$ cat src/rtl/bn_avg_sched.sv
// Mean scheduler for the batch-norm path. It lets CH requesters share one
// combinational FP16 adder and one FP16 multiplier. It serially sums a
// SIZE-element vector and then scales the sum by RECIP (1/SIZE).
module bn_avg_sched #(
  parameter int unsigned           DATA_WIDTH = 16,
  parameter int unsigned           SIZE       = 4,
  parameter int unsigned           CH         = 2,
  parameter logic [DATA_WIDTH-1:0] RECIP      = 16'h3400
) (
  input  logic                                     clk,
  input  logic                                     reset,
  input  logic [CH-1:0]                            req,
  input  logic [CH*SIZE*DATA_WIDTH-1:0]            vec_in,
  output logic [CH-1:0]                            grant,
  output logic [DATA_WIDTH-1:0]                    fadd_a,
  output logic [DATA_WIDTH-1:0]                    fadd_b,
  input  logic [DATA_WIDTH-1:0]                    fadd_sum,
  output logic [DATA_WIDTH-1:0]                    fmul_a,
  output logic [DATA_WIDTH-1:0]                    fmul_b,
  input  logic [DATA_WIDTH-1:0]                    fmul_p,
  output logic [DATA_WIDTH-1:0]                    avg_out,
  output logic [((CH > 1) ? $clog2(CH) : 1)-1:0]   avg_ch,
  output logic                                     avg_valid,
  output logic                                     busy
);

  localparam int unsigned ChW  = (CH > 1) ? $clog2(CH) : 1;
  localparam int unsigned CntW = $clog2(SIZE + 1);
  localparam int unsigned VecW = SIZE * DATA_WIDTH;

  typedef enum logic [1:0] {StIdle, StAcc, StScale} state_e;

  state_e                state_q, state_d;
  logic [DATA_WIDTH-1:0] acc_q, acc_d;
  logic [CntW-1:0]       cnt_q, cnt_d;
  logic [VecW-1:0]       vec_q, vec_d;
  logic [ChW-1:0]        ch_q, ch_d;
  logic [ChW-1:0]        rr_q, rr_d;
  logic [CH-1:0]         grant_q, grant_d;
  logic [DATA_WIDTH-1:0] avg_q, avg_d;
  logic [ChW-1:0]        avg_ch_q, avg_ch_d;
  logic                  valid_q, valid_d;

  logic                  win_found;
  logic [ChW-1:0]        win_idx;
  logic [VecW-1:0]       win_vec;

  // Round-robin pick: first set req bit searching upward from rr_q+1, wrapping at CH.
  always_comb begin
    win_found = 1'b0;
    win_idx   = '0;
    for (int off = 1; off <= int'(CH); off++) begin
      for (int c = 0; c < int'(CH); c++) begin
        if (!win_found && req[c] && (c == ((int'(rr_q) + off) % int'(CH)))) begin
          win_found = 1'b1;
          win_idx   = ChW'(c);
        end
      end
    end
  end

  // Mux out the winning channel's vector.
  always_comb begin
    win_vec = '0;
    for (int c = 0; c < int'(CH); c++) begin
      if (ChW'(c) == win_idx) begin
        win_vec = vec_in[c*VecW +: VecW];
      end
    end
  end

  // Next-state logic for the IDLE -> ACC -> SCALE job sequence.
  always_comb begin
    state_d  = state_q;
    acc_d    = acc_q;
    cnt_d    = cnt_q;
    vec_d    = vec_q;
    ch_d     = ch_q;
    rr_d     = rr_q;
    grant_d  = '0;
    avg_d    = avg_q;
    avg_ch_d = avg_ch_q;
    valid_d  = 1'b0;
    case (state_q)
      StIdle: begin
        if (win_found) begin
          vec_d   = win_vec;
          ch_d    = win_idx;
          rr_d    = win_idx;
          acc_d   = '0;
          cnt_d   = '0;
          grant_d = CH'(1) << win_idx;
          state_d = StAcc;
        end
      end
      StAcc: begin
        acc_d = fadd_sum;
        cnt_d = cnt_q + 1'b1;
        // Shift the latched vector so the current element always sits in the low word.
        vec_d = vec_q >> DATA_WIDTH;
        if (cnt_q == CntW'(SIZE - 1)) begin
          state_d = StScale;
        end
      end
      StScale: begin
        avg_d    = fmul_p;
        avg_ch_d = ch_q;
        valid_d  = 1'b1;
        state_d  = StIdle;
      end
      default: state_d = StIdle;
    endcase
  end

  // State register. rr_q resets to CH-1 so channel 0 wins the first arbitration.
  always_ff @(posedge clk or negedge reset) begin
    if (!reset) begin
      state_q  <= StIdle;
      acc_q    <= '0;
      cnt_q    <= '0;
      vec_q    <= '0;
      ch_q     <= '0;
      rr_q     <= ChW'(CH - 1);
      grant_q  <= '0;
      avg_q    <= '0;
      avg_ch_q <= '0;
      valid_q  <= 1'b0;
    end else begin
      state_q  <= state_d;
      acc_q    <= acc_d;
      cnt_q    <= cnt_d;
      vec_q    <= vec_d;
      ch_q     <= ch_d;
      rr_q     <= rr_d;
      grant_q  <= grant_d;
      avg_q    <= avg_d;
      avg_ch_q <= avg_ch_d;
      valid_q  <= valid_d;
    end
  end

  // Operand drive to the shared FP units. Operands are held at zero while a unit is unused.
  always_comb begin
    fadd_a = '0;
    fadd_b = '0;
    fmul_a = '0;
    fmul_b = '0;
    if (state_q == StAcc) begin
      fadd_a = vec_q[DATA_WIDTH-1:0];
      fadd_b = acc_q;
    end
    if (state_q == StScale) begin
      fmul_a = acc_q;
      fmul_b = RECIP;
    end
  end

  assign grant     = grant_q;
  assign avg_out   = avg_q;
  assign avg_ch    = avg_ch_q;
  assign avg_valid = valid_q;
  assign busy      = (state_q != StIdle);

endmodule

$ cat config.mk
export PLATFORM = sky130hd
export DESIGN_NAME = bn_avg_sched
export DESIGN_NICKNAME = d
export VERILOG_FILES = /design/src/rtl/bn_avg_sched.sv
export SDC_FILE = /design/constraint.sdc
export NUM_CORES = 1
export LEC_CHECK = 0
export CAP_MARGIN = 20
export CORE_UTILIZATION = 45
export DETAILED_ROUTE_END_ITERATION = 16
export PLACE_DENSITY = 0.93
export SYNTH_ARGS = -nofsm -noshare
export SYNTH_HDL_FRONTEND = slang
export SYNTH_SLANG_ARGS = --single-unit
$ cat constraint.sdc
create_clock -name clk -period 2.7 [get_ports clk]
set_clock_uncertainty 0.15 [all_clocks]
set_input_delay 0.675 -clock clk [delete_from_list [all_inputs] [get_ports clk]]
set_output_delay 0.675 -clock clk [all_outputs]
set_load 0.02 [all_outputs]
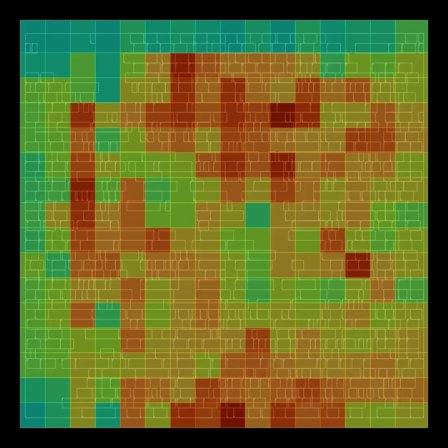
Figure 1: track usage over the die.
GR Util met3: 4.00%
WL/cell: 17.5 µm
Finished Core Util: 70.6%
All-Layer GR Usage: 25.8%

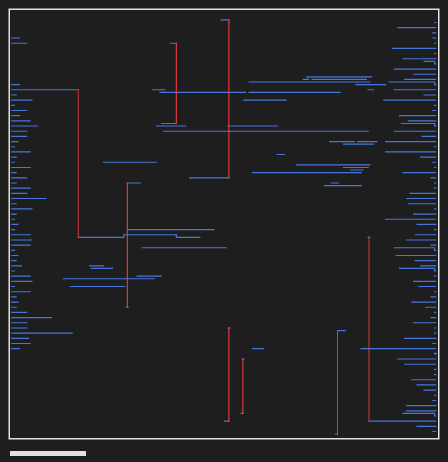
Figure 2: signal wires by layer.
The bar under the picture is 20 µm long. Only two layers are drawn.
legend:
  blue:
    layer: met3
    wire_length: 1090 µm
  red:
    layer: met4
    wire_length: 248 µm

==> results.toml <==
# yosys + openroad results
[status]
outcome = "complete, no violations"

[sta]
drv_slew = 0
min_period_ns = 2.58

[worst_setup_path]
end_kind = "primary output"
crit_arrival_ns = 1.75
r2r_start = "state_q[1]"
cp-start-kind = "register"
max_stage_delay_ns = 0.61
worstPathCellList = "buf_12 -> nor2_1 -> inv_1 -> clkdlybuf4s50_1"
crit_buf_inv = 3
worstPathRequired_ns = 1.88
rrSetupSlack_ns = 0.87
crit_type = "reg2out"

[layout]
final-clk-cell-share_pct = 3.30
n_antenna_cell = 0
layout-drive-gt1-share_pct = 8.08
ff_latch_area_um2 = 2680
final-nonclk-buf-share_pct = 31.1
dominant_cells = "flip-flops and latches"
logic_gate_count = 359
nNonClkInverters = 18

[yosys]
mappedNetlistArea_um2 = 5490
yosys_area_um2 = 5490
async_reset_ff_share_pct = 100
xor_share_pct = 0
synth-seq-cells = 107
muxShareOfSynthArea_pct = 18.1
logic_family = "multiplexers"
ys_sh_adder_pct = 0.456
area_leaders = "dfrtp_1, mux2i_1, and2_1"

[drt]
via_per_inst = 5.38
route.met2.wl_um = 8280
wl_met1_um = 6120

[floorplan]
die_h_um = 112
core_um2 = 11700

[place]
place_area_um2 = 8010
portBuffers = 235

[worst_hold_path]
hold_path.class = "in2async"

[global_route]
gr-total-overflow = 0
first_global_vias = 5021
grt_max_degree = 48

[clock_tree]
clock-root-buffer = "clkbuf_16"
clock-sinks = 107
clk_latency_ns = 0.33
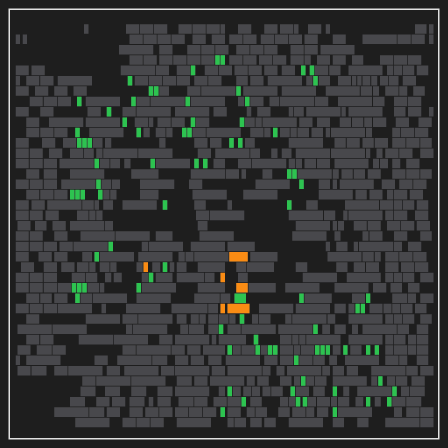
Figure 3: gate-type map.
legend:
  green:
    family: NAND gates
    cells: 84
    where: all over the die
  orange:
    family: NOR gates
    cells: 6
Commonest Layout Cell: clkdlybuf4s50_1
Cell Count, Final, Fillers Out: 898
Comb/total area: 30.1%

-- worst register-to-register path, stage by stage (launching register included) --
cell,delay [ns]
dfrtp_1,0.45
buf_12,0.20
nor2_1,0.16
buf_4,0.17
o21a_1,0.19
buf_12,0.20
mux2i_1,0.24
-- cells in the final DEF (no fill, tap or decap), types with 2 or more instances in the layout --
master and count:
clkdlybuf4s50_1 183, o211ai_1 16, clkbuf_16 9, inv_1 18, mux2_2 17, and2_1 50
dfrtp_1 106, ha_1 2, o21ai_0 52, buf_4 12, clkinv_2 4, o221ai_1 32
buf_12 10, conb_1 13, nand2_1 83, nor2_1 3, dlygate4sd2_1 50, mux2i_1 80
-- per-stage QoR --
| step | setup WS (ns) | hold WS [ns] | util [%] |
|---|---|---|---|
| after global placement | 0.206 | 0.306 | 68.7 |
| final | 0.122 | 0.155 | 70.6 |
| after floorplan | 0.575 | 0.229 | - |
| after detailed placement | 0.0763 | 0.321 | 68.7 |
| after global routing | 0.0289 | 0.189 | 70.6 |
| after CTS | 0.0448 | 0.169 | 70.5 |
-- power by group --
part           total (µW)  switching [µW]  internal (µW)
clock network        1210             561            647
registers            2710             378           2330
logic                3930            2140           1790
total                7850            3080           4770
-- state kept, by name (all words and copies together) (netlist names), 2 cells and up --
register and cells:
acc_q 16, avg_out 16, cnt_q 3, grant 2, state_q 2, vec_q 64
-- how the worst max path moves through the flow --
| stage | startpoint | to | cells past startpoint |
|---|---|---|---|
| after floorplan | state_q[1] | fadd_a[14] | 5 |
| after global placement | req[0] | vec_q[26] | 5 |
| after detailed placement | req[0] | vec_q[18] | 5 |
| after CTS | state_q[1] | busy | 4 |
| after global routing | state_q[1] | busy | 4 |
| final | state_q[1] | busy | 4 |
Power figures rest on the tool's default switching activity, not on a simulated workload.
